<file path="src/rtl/falafel_pkg.sv">
// Shared falafel types: LSU request/response structs and LSU arbiter definitions.
package falafel_pkg;

    typedef enum logic [1:0] {
        LOAD   = 2'd0,
        STORE  = 2'd1,
        LOCK   = 2'd2,
        UNLOCK = 2'd3
    } req_lsu_op_e;

    localparam int unsigned HEADER_DATA_W = 32;
    typedef logic [HEADER_DATA_W-1:0] header_data_t;

    typedef struct packed {
        logic         val;
        req_lsu_op_e  lsu_op;
        header_data_t header_data;
    } header_data_req_t;

    typedef struct packed {
        logic         val;
        header_data_t header_data;
    } header_data_rsp_t;

    typedef enum logic [1:0] {
        IDLE     = 2'd0,
        OWNED    = 2'd1,
        WAIT_RSP = 2'd2
    } arb_state_e;

    localparam int unsigned ARB_TIMEOUT_DEFAULT = 1024;

    function automatic int unsigned idx_w(input int unsigned n);
        return (n > 1) ? $clog2(n) : 1;
    endfunction

endpackage

</file>
<file path="src/rtl/falafel_rr_picker.sv">
// Round-robin picker: first valid master at or after rr_ptr, wrapping modulo NUM_REQ.
module falafel_rr_picker
    import falafel_pkg::*;
#(
    parameter int unsigned NUM_REQ = 2,
    localparam int unsigned IW = idx_w(NUM_REQ)
) (
    input  logic [NUM_REQ-1:0] valid_i,
    input  logic [IW-1:0]      rr_ptr_i,
    output logic [IW-1:0]      grant_o,
    output logic               any_valid_o
);

    int unsigned idx;
    logic [IW-1:0] cand;

    always_comb begin
        grant_o     = '0;
        any_valid_o = 1'b0;
        idx         = 0;
        cand        = '0;
        for (int unsigned i = 0; i < NUM_REQ; i++) begin
            idx  = (int'(rr_ptr_i) + i) % NUM_REQ;
            cand = IW'(idx);
            if (!any_valid_o && valid_i[cand]) begin
                grant_o     = cand;
                any_valid_o = 1'b1;
            end
        end
    end

endmodule

</file>
<file path="src/rtl/falafel_lsu_arbiter.sv">
// Round-robin arbiter sharing the header LSU port, with exclusive lock sessions.
// Optional watchdog enabled by defining FALAFEL_ARB_TIMEOUT_EN.
module falafel_lsu_arbiter
    import falafel_pkg::*;
#(
    parameter int unsigned NUM_REQ        = 2,
    parameter int unsigned TIMEOUT_CYCLES = ARB_TIMEOUT_DEFAULT
) (
    input  logic                                 clk_i,
    input  logic                                 rst_ni,
    input  header_data_req_t [NUM_REQ-1:0]       req_i,
    output logic             [NUM_REQ-1:0]       ready_o,
    output header_data_rsp_t [NUM_REQ-1:0]       rsp_o,
    output header_data_req_t                     req_o,
    input  logic                                 lsu_ready_i,
    input  header_data_rsp_t                     rsp_i,
    output logic                                 err_timeout_o
);

    localparam int unsigned IW = idx_w(NUM_REQ);

    arb_state_e    state;
    logic [IW-1:0] rr_ptr;
    logic [IW-1:0] owner;
    logic          locked;
    req_lsu_op_e   op_q;

    logic [NUM_REQ-1:0] valid_vec;
    logic [IW-1:0]      grant;
    logic               any_valid;
    logic               accept;
    logic               routed;
    logic [IW-1:0]      next_ptr;

    always_comb begin
        valid_vec = '0;
        for (int unsigned i = 0; i < NUM_REQ; i++) begin
            valid_vec[i] = req_i[i].val;
        end
    end

    falafel_rr_picker #(
        .NUM_REQ (NUM_REQ)
    ) u_picker (
        .valid_i     (valid_vec),
        .rr_ptr_i    (rr_ptr),
        .grant_o     (grant),
        .any_valid_o (any_valid)
    );

    // Outputs are gated by rst_ni so a reset takes the LSU request down immediately.
    always_comb begin
        req_o   = '0;
        ready_o = '0;
        rsp_o   = '0;
        if (rst_ni) begin
            case (state)
                IDLE: begin
                    if (any_valid) begin
                        req_o          = req_i[grant];
                        ready_o[grant] = lsu_ready_i;
                    end
                end
                OWNED: begin
                    req_o          = req_i[owner];
                    ready_o[owner] = lsu_ready_i;
                end
                WAIT_RSP: begin
                    if (rsp_i.val) begin
                        rsp_o[owner] = rsp_i;
                    end
                end
                default: ;
            endcase
        end
    end

    assign accept   = req_o.val && lsu_ready_i;
    assign routed   = (state == WAIT_RSP) && rsp_i.val;
    assign next_ptr = (owner == IW'(NUM_REQ - 1)) ? '0 : owner + 1'b1;

    always_ff @(posedge clk_i or negedge rst_ni) begin
        if (!rst_ni) begin
            state  <= IDLE;
            rr_ptr <= '0;
            owner  <= '0;
            locked <= 1'b0;
            op_q   <= UNLOCK;
        end else begin
            case (state)
                IDLE: begin
                    if (accept) begin
                        owner  <= grant;
                        op_q   <= req_o.lsu_op;
                        locked <= (req_o.lsu_op == LOCK);
                        state  <= WAIT_RSP;
                    end
                end
                OWNED: begin
                    if (accept) begin
                        op_q  <= req_o.lsu_op;
                        state <= WAIT_RSP;
                    end
                end
                WAIT_RSP: begin
                    if (rsp_i.val) begin
                        if (!locked || op_q == UNLOCK) begin
                            locked <= 1'b0;
                            rr_ptr <= next_ptr;
                            state  <= IDLE;
                        end else begin
                            state <= OWNED;
                        end
                    end
                end
                default: state <= IDLE;
            endcase
        end
    end

`ifdef FALAFEL_ARB_TIMEOUT_EN
    localparam int unsigned CW = $clog2(TIMEOUT_CYCLES + 1);
    localparam logic [CW-1:0] TO_LIMIT = CW'(TIMEOUT_CYCLES);

    logic [CW-1:0] to_cnt;
    logic [CW-1:0] to_cnt_nxt;
    logic          err_q;

    always_comb begin
        to_cnt_nxt = to_cnt;
        if (accept || routed || state == IDLE) begin
            to_cnt_nxt = '0;
        end else if (to_cnt != TO_LIMIT) begin
            to_cnt_nxt = to_cnt + 1'b1;
        end
    end

    always_ff @(posedge clk_i or negedge rst_ni) begin
        if (!rst_ni) begin
            to_cnt <= '0;
            err_q  <= 1'b0;
        end else begin
            to_cnt <= to_cnt_nxt;
            if (to_cnt_nxt == TO_LIMIT) begin
                err_q <= 1'b1;
            end
        end
    end

    assign err_timeout_o = err_q;
`else
    assign err_timeout_o = 1'b0;
`endif

endmodule

</file>
<file path="config.mk">
export PLATFORM = sky130hd
export DESIGN_NAME = falafel_lsu_arbiter
export DESIGN_NICKNAME = d
export VERILOG_FILES = /design/src/rtl/falafel_pkg.sv /design/src/rtl/falafel_rr_picker.sv /design/src/rtl/falafel_lsu_arbiter.sv
export SDC_FILE = /design/constraint.sdc
export NUM_CORES = 1
export LEC_CHECK = 0
export ABC_AREA = 1
export CORE_AREA = 2 2 89 83
export CTS_CLUSTER_SIZE = 24
export DETAILED_ROUTE_END_ITERATION = 16
export DIE_AREA = 0 0 91 85
export HOLD_SLACK_MARGIN = 0.05
export PLACE_DENSITY = 0.83
export SYNTH_ARGS = -nofsm -noshare
export SYNTH_HDL_FRONTEND = slang
export SYNTH_HIERARCHICAL = 1
export SYNTH_SLANG_ARGS = --single-unit
</file>
<file path="constraint.sdc">
create_clock -name clk_i -period 1.6 [get_ports clk_i]
set_input_delay 0.32 -clock clk_i [delete_from_list [all_inputs] [get_ports clk_i]]
set_output_delay 0.32 -clock clk_i [all_outputs]
set_load 0.02 [all_outputs]
</file>
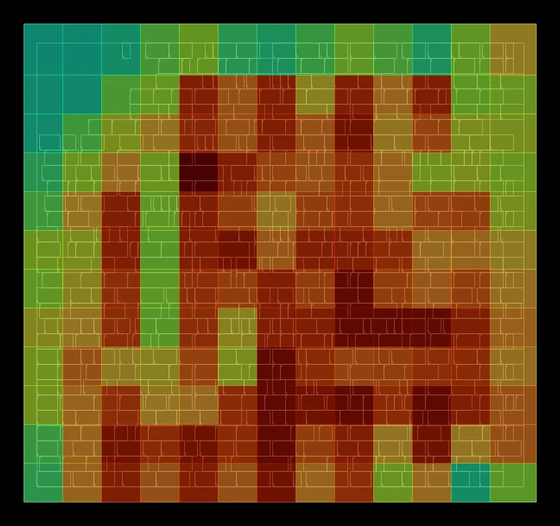
congestion_map.png
global-route total usage across every layer: 28.8%
Post-Route Utilization: 87.2%
M1 GR Usage: 29.2%
met2 demand-to-capacity share in global routing: 56.0%

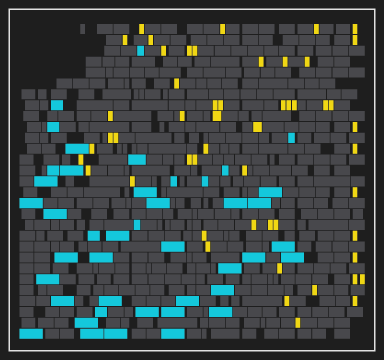
gates.png
(4 px per µm)
family	color	cells	most used
inv cells	yellow	52	inv_1
aoi and oai cells	cyan	43	a21oi_4

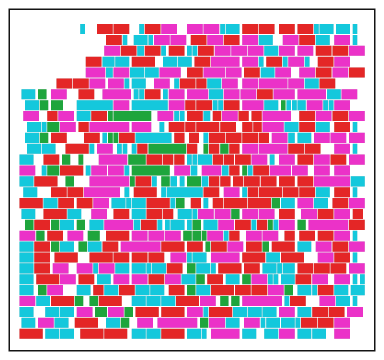
sizing.png
(4 px per µm)
size	color	cells
x1 and smaller	cyan	196
x6 and larger	magenta	147
x3 and x4	red	179
x2	green	55

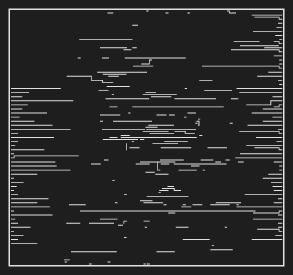
m3.png
(3 px per µm)
wire length on this layer	1350 µm
longest straight run	58.2 µm
main direction	horizontal
share of all routed wire	8.9%

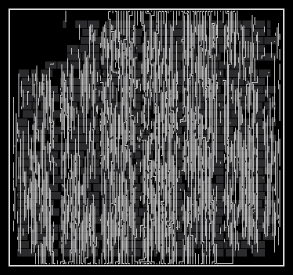
m2.png
(3 px per µm) Cells faint in the background.
longest straight run	40.1 µm
main direction	vertical
nets with wire on the layer	656
share of all routed wire	52%
wire length on this layer	7950 µm
vias: 3485
aggregate routed wire length: 15300 µm

==> flow_summary.rst <==
Implementation results
======================

.. list-table::
   :header-rows: 1

   * - Metric
     - Value
   * - Post-synthesis average cell area
     - 4.93 µm²
   * - Dominant kind of combinational cell
     - simple AND/OR/NAND/NOR gates
   * - Fin nets
     - 684
   * - OpenROAD warnings
     - 30
   * - Kind of end point of the critical path
     - output pin
   * - HPWL reported at the end of detailed placement
     - 7820 µm
   * - Basic-gate share of the synthesized area counting and, or, nand and nor cells
     - 50.6%
   * - Clock sink total
     - 7
   * - Final worst-path setup slack
     - -704 ps
   * - Number of top-level pins
     - 210
   * - Weighted congestion at the end of routability-driven global placement
     - 0.926
   * - Count of synthesis-stage warnings from yosys
     - 6
   * - Final setup violation count
     - 109
   * - Data arrival at the endpoint of the critical path
     - 1980 ps
   * - Power share of the clock group
     - 6.1%
   * - Number of port buffers
     - 208
   * - Leakage component of the power
     - 2.67 nW
   * - Final hold viol count
     - 0
   * - Number of instances in the synthesized netlist
     - 309
   * - Run status
     - finished with violations
   * - Logic cell area
     - 0.00228 mm²
   * - N_diodes
     - 0
   * - Unrepaired setup endpoints after global routing
     - true
   * - Layout-stage area growth over the synthesis result
     - 291%
   * - Seq share, synth
     - 11.7%
   * - Accumulated negative setup slack
     - -61320 ps
   * - Proportion of power drawn by flip-flops and latches
     - 7.1%
   * - Violated checks
     - negative setup slack
   * - Max H-tree Level
     - 1
   * - Post-route cell area
     - 0.00595 mm²
   * - Number of library cell types mapped by synthesis
     - 23
   * - Site Rows
     - 29
   * - Total congestion overflow after global routing
     - 0
   * - Internal cell power
     - 2.30 mW
   * - Quantity of hold-fixing buffers added after cts
     - 0
   * - Wire length of the first global-routing pass
     - 17900 µm
   * - Reported net switching power
     - 2.28 mW
   * - Count of max-cap constraint violations
     - 0
   * - Die width
     - 91 µm
   * - Fin Clk Skew
     - 3.59 ps
   * - Via density per instance
     - 5.20
   * - Classification of the worst-slack hold path
     - in -> async
   * - Placed standard-cell area
     - 0.00500 mm²
   * - Cycle use final
     - 144%
   * - DIE HEIGHT
     - 85 µm
[cell type report]
type | count | share of cell area, %
inverters | 52 | 3.36
flip-flops and latches | 7 | 3.01
well taps | 93 | 1.96
multi-input cells | 234 | 38.4
clock buffers | 4 | 0.757
repair buffers | 280 | 52.5
[flip-flops by register name (all words and copies together) (netlist names)]
| signal | cells |
|---|---|
| rr_ptr | 1 |
| op_q | 2 |
| locked | 1 |
| state | 2 |
| owner | 1 |
[Yosys cell counts]
master,instances
clkinv_1,1
nor2_1,69
or2_1,1
dfstp_2,2
nor3_2,2
clkbuf_1,3
buf_6,3
conb_1,1
buf_4,4
nand2_2,10
dfrtp_1,5
nand3_1,4
o21ai_4,2
inv_1,45
buf_2,6
inv_2,6
nor2_2,2
nand2_1,101
o21ai_0,5
nor2_4,1
a21oi_2,8
o31ai_1,1
a21oi_1,27
[cell usage in the layout, fill, tap and decap left out, types with 2 or more instances in the layout]
cell type,instances
nand2_2,33
buf_6,119
dfstp_2,2
clkbuf_16,2
o21ai_4,2
buf_8,7
inv_2,11
nor2_1,2
o21ai_0,2
buf_12,9
nand2_4,42
nand3_1,3
clkbuf_8,3
dlygate4sd2_1,2
nor2_4,70
a21oi_4,29
a21oi_2,5
buf_4,32
inv_4,2
buf_16,6
inv_1,39
dfrtp_1,4
o21ai_1,3
nand2_1,35
nor3_4,2
clkdlybuf4s50_1,102
[final timing paths]
check | endpoint | slack, ps | cells after the start
max | rsp_o[53] | -700 | 10
min | locked$_DFFE_PN0P_ | 390 | 3
max reg2reg | locked$_DFFE_PN0P_ | -190 | 12
min reg2reg | op_q[0]$_DFFE_PN1P_ | 490 | 2
max in group asynchronous | owner$_DFFE_PN0P_ | 1090 | 3
min in group clk_i | op_q[0]$_DFFE_PN1P_ | 490 | 2
[critical path: stages (launching register included)]
cell and delay [ps]:
dfrtp_1 390, inv_2 80, buf_6 130, nor2_4 150
nand2_4 90, nor3_4 220, inv_4 120, buf_12 150
buf_8 140, nor2_4 140, buf_6 140
[power by group through the flow]
| stage | clock network, mW | logic, mW | registers, mW |
|---|---|---|---|
| 2_1_floorplan | 0 | 1.64 | 0.309 |
| 3_3_place_gp | 0 | 2.76 | 0.299 |
| 3_5_place_dp | 0 | 2.82 | 0.304 |
| 4_1_cts | 0.246 | 3.46 | 0.302 |
| 5_1_grt | 0.285 | 4.10 | 0.327 |
| 6_report | 0.278 | 3.97 | 0.324 |
[through the flow]
stage / setup WS, ps / cells / hold WS (ps) / total power [mW]
after global routing: -712 / 670 / 379 / 4.71
final: -704 / 670 / 388 / 4.57
after floorplan: -152 / 309 / 24.4 / 1.95
after CTS: -503 / 665 / 342 / 4.00
after detailed placement: -1230 / 640 / 467 / 3.13
after global placement: -1180 / 640 / 459 / 3.06
[timing repair]
action,in CTS,in global routing
endpoints found under the setup margin,109,109
pin swaps,16,36
gates resized,679,77
setup buffers,16,14
cloned,6,2
[metal layers]
metal / vias to the layer above / wire [µm] / track usage (%)
met5: - / 0 / 0
met4: 0 / 961 / 11.7
met3: 90 / 1350 / 7.37
met2: 259 / 7950 / 56.0
met1: 1680 / 5000 / 29.2
li1: 1456 / - / -
Power is estimated from default activity; no workload was simulated.
